Fig. 1: run 1, layout detail
Region (59, 59) to (79, 79) um. Cells in gray, sequential cells in the stronger gray; small squares are vias.
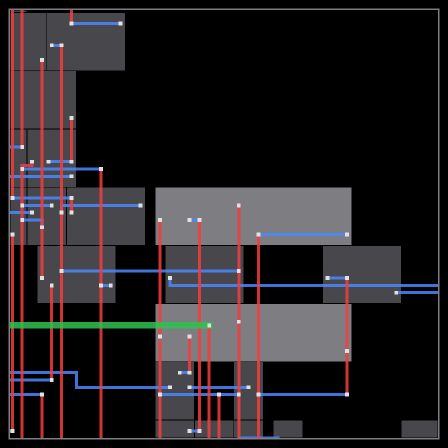
Fig. 2: run 1, routed metal, one color a layer
(6 px per um) Two of the layers only.
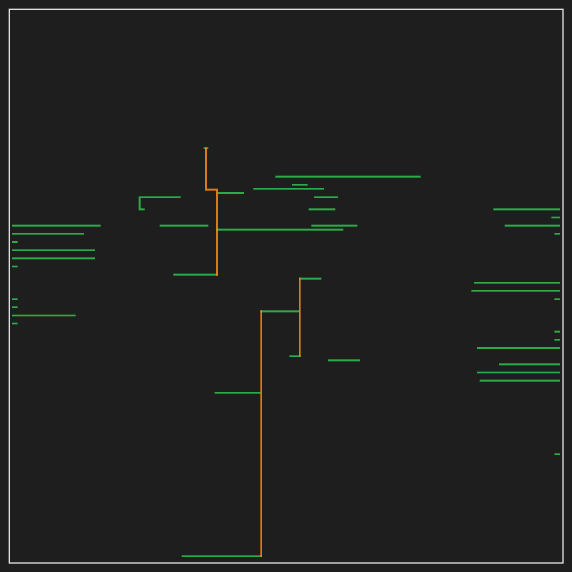
Fig. 3: run 1, metal 2
(4 px per um)
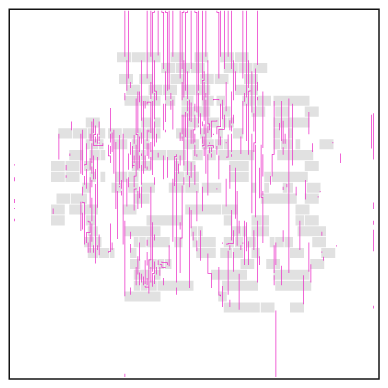
Fig. 4: run 1, clock nets
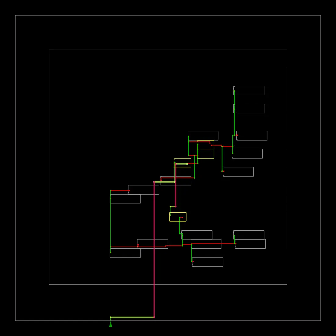
==> config.mk <==
export PLATFORM = sky130hd
export DESIGN_NAME = mux_nto1_seq
export DESIGN_NICKNAME = d
export VERILOG_FILES = /design/src/rtl/mux_nto1_seq_pkg.sv /design/src/rtl/mux_lane_sel.sv /design/src/rtl/mux_nto1_seq.sv
export SDC_FILE = /design/constraint.sdc
export NUM_CORES = 1
export LEC_CHECK = 0
export CORE_MARGIN = 10
export CORE_UTILIZATION = 25
export DETAILED_ROUTE_END_ITERATION = 10
export GPL_TIMING_DRIVEN = 1
export PLACE_DENSITY_LB_ADDON = 0.12
export SLEW_MARGIN = 20
export SYNTH_ARGS = -nofsm -noshare
export SYNTH_HDL_FRONTEND = slang
export SYNTH_SLANG_ARGS = --single-unit
==> constraint.sdc <==
create_clock -name clk -period 2.58 [get_ports clk]
set_input_delay 0.516 -clock clk [delete_from_list [all_inputs] [get_ports clk]]
set_output_delay 0.516 -clock clk [all_outputs]
set_load 0.05 [all_outputs]
==> flow_summary.toml, run 1 <==
# generated from flow reports
[status]
status = "completed"

[cells_and_area]
nFillCells = 527
drive_above_1_share_pct = 10.84
final_util_pct = 38.61
regArea_um2 = 400.4
layoutNonFillerInstCount = 273
clock_buffers = 4
lay_top_count = "clkdlybuf4s50_1"
seq_share_pct = 20.43
sh_comb_area_pct = 43.23
clock_area_share_pct = 2.810
comb_area_um2 = 847.1
comb.multi_input.count = 124
lay_top_cells = "clkdlybuf4s50_1 (50), nand2_1 (22), dfrtp_1 (16), o21ai_0 (14), mux2i_1 (8)"
syn_to_final_growth_pct = 51.01
antenna_cells = 0

[setup_path]
path_max_fanout = 6
path_cells = "clkdlybuf4s50_1, or4b_2, nand3_1, o21ai_0, o22ai_1, nor4_2, o221ai_1"
start_kind = "input pin"
cpMaxStageDelayCell = "or4b_2"
r2r_slack_ns = 0.30
end_kind = "flip-flop"
arrival_ns = 2.44
path_buffers = 1
required_ns = 2.74
crit_cells = 7
path_class = "input pin to flip-flop"
reg2regPathDepth = 6
crit_path_max_incr_delay_ns = 0.71

[clock_network]
h-tree-depth = 1
cts-root-buf = "clkbuf_8"
cts_sinks = 16
hold_buffers = 0
cts-resized-gates = 0
clkTransAtPathRegs_ns = 0.06

[placement]
io_buffer_count = 51
dp.cells = 269
placed_cell_area_um2 = 1904
place_congestion = 0.8133
dp_slack_ns = 0.07785

[die]
initial_core_util_pct = 25.57
ios = 52
core_area_um2 = 5075
die_h_um = 92.04
dieArea_um2 = 8471
nWellTaps = 70
fp-row-count = 26

[detailed_routing]
drc = 0
top_layer = "met4"
dr.pass1.iters = 4
drt-initial-drc-count = 89
route.met2.wl_mm = 2.069
vias_per_cell = 5.172

[synthesis]
yosys.area.top_type_share_pct = 30.86
ys.flops = 16
synth.distinct_cells = 46
synthTopCellsByArea = "dfrtp_1 (31%), nand2_1 (6.4%), mux2i_1 (6.2%)"
edf_count = 0
synthArstFlopShare_pct = 100.0
synth_seq_share_pct = 30.86
muxShareOfSynthArea_pct = 10.70
ys_sh_aoi_pct = 26.42
syn_area_per_cell_um2 = 8.480
ys_chip_area_um2 = 1297
syn-num-nets = 197
ys_top_logic_family = "AND-OR/OR-AND gates"
synth_area_um2 = 1297
ys_sh_adder_pct = 1.929
ys_sh_xor_pct = 0

[global_route]
antenna_found_initial = 0
groute.usage.overall_pct = 9.768
overflow = 0
grt_pass1_wl_mm = 6.955
gr-usage-met3_pct = 2.282
grt_pass1_vias = 1460
top_usage_layer = "met2"

[pwr]
clkPwrFrac_pct = 12.7
power_top_consumer = "combinational cells"
power_mw = 1.726
power_switching_mw = 0.7931
p_comb_mw = 1.03
p_seq_mw = 0.472
cellLeakagePower_nw = 0.7750
pwr-share-comb_pct = 59.9
p_per_area_nw_per_um2 = 880.8

[job]
warnings = 26
maxCapViolations = 0

[final_timing]
fmax_ghz = 0.4382
rsz0062_at_grt = "no"
setup_ws_ns = 0.2977
worst_pin_slew_ns = 0.7062
maxSlewHeadroom_pct = 52.77
fin_hold_ws_ns = 0.4769
fin_crit_ns = 2.282
Notes on Fig. 1 above:
legend:
  M3:
    color: green
  M2:
    color: red
  M1:
    color: blue
cells with their middle in the window: 12
sequential cells in the window: 2
most frequent: clkdlybuf4s50_1 (5), dfrtp_1 (2)

Notes on Fig. 2 above:
legend:
  M4:
    color: orange
    wire_length: 76.6 um
  M3:
    color: green
    wire_length: 310 um
routed via count: 1412
Post-Route WL: 4.308 mm

Notes on Fig. 3 above:
longest straight run: 43.5 um
nets with wire on the layer: 215
met2 Track Usage GR: 16.12%

Notes on Fig. 4 above:
Clock Latency Late Sink: 0.25 ns
clock skew: 0.001970 ns
power in the clock group: 0.219 mW
TritonCTS buffer count: 3
Flops: 16

Fig. 5: run 1, port wiring
(4 px per um)
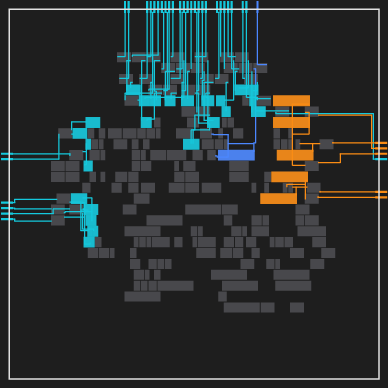

==> run 2, diff against run 1 <==
PLACE_DENSITY = 0.62   (was unset)
PLACE_DENSITY_LB_ADDON = unset   (was 0.12)
Fig. 6: run 2, port wiring
(4 px per um)
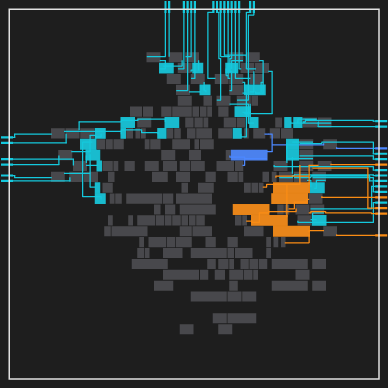
legend:
  y:
    color: blue
    bits: 1
    direction: output
    end_cells: 1
    buffers: 1
    wire: 43.0 um
  x:
    color: cyan
    bits: 32
    direction: input
    end_cells: 25
    buffers: 32
    wire: 840 um
  y_sel:
    color: orange
    bits: 5
    direction: output
    end_cells: 5
    buffers: 5
    wire: 153 um
port buffer count: 51
Top Ports: 52

==> flow_summary.toml, run 2 <==
# generated from flow reports
[cells_and_area]
final_util_pct = 39.00
ff_count = 16
regArea_um2 = 400.4
lay_top_count = "clkdlybuf4s50_1"
nFillCells = 534
comb_area_um2 = 852.1
layoutNonFillerInstCount = 275
drive_above_1_share_pct = 12.20
antenna_cells = 0
clock_area_share_pct = 2.781
syn_to_final_growth_pct = 52.56
sh_comb_area_pct = 43.05
clock_buffers = 4
seq_share_pct = 20.23

[job]
warnings = 26
maxCapViolations = 0

[global_route]
grt_pass1_vias = 1416
top_usage_layer = "met2"
antenna_found_initial = 0
grt_pass1_wl_mm = 7.058
overflow = 0

[final_timing]
fin_hold_ws_ns = 0.4762
rsz0062_at_grt = "no"
worst_pin_slew_ns = 0.7185
fin_crit_ns = 2.331
fmax_ghz = 0.4290
maxSlewHeadroom_pct = 51.95
worst_clock_skew_ns = 0.002151

[synthesis]
ys.flops = 16
ys_chip_area_um2 = 1297
yosys.area.top_type_share_pct = 30.86
muxShareOfSynthArea_pct = 10.70
synth_area_um2 = 1297
edf_count = 0
synth.distinct_cells = 46
ys_top_logic_family = "AND-OR/OR-AND gates"
synthArstFlopShare_pct = 100.0
ys_sh_adder_pct = 1.929
syn-num-nets = 197
syn_area_per_cell_um2 = 8.480

[clock_network]
cts_sinks = 16
numCtsBuffers = 3
clock_latency_ns = 0.25
cts-resized-gates = 0
h-tree-depth = 1
cts-root-buf = "clkbuf_8"

[setup_path]
start_kind = "flip-flop"
arrival_ns = 2.45
path_max_fanout = 11
reg2regPathDepth = 6
crit_cells = 6
required_ns = 2.69
path_buffers = 0
r2r_slack_ns = 0.25
path_class = "flip-flop to flip-flop"
cpMaxStageDelayCell = "dfrtp_1"

[die]
core_area_um2 = 5075
initial_core_util_pct = 25.57
dieArea_um2 = 8471
die_h_um = 92.04
fp-row-count = 26

[detailed_routing]
vias_per_cell = 5.033
vias = 1384
top_layer = "met4"
drc = 0
drt_wl_total_mm = 4.278

[pwr]
power_top_consumer = "combinational cells"
power_mw = 1.762
pwr-share-comb_pct = 60.7
pwr.group.clock_mw = 0.221
p_comb_mw = 1.07
power_switching_mw = 0.8046
p_per_area_nw_per_um2 = 890.4
clkPwrFrac_pct = 12.6

[placement]
dp.cells = 271
dp_slack_ns = 0.07940
placed_cell_area_um2 = 1919

[status]
status = "completed"
Power figures rest on the tool's default switching activity, not on a simulated workload.
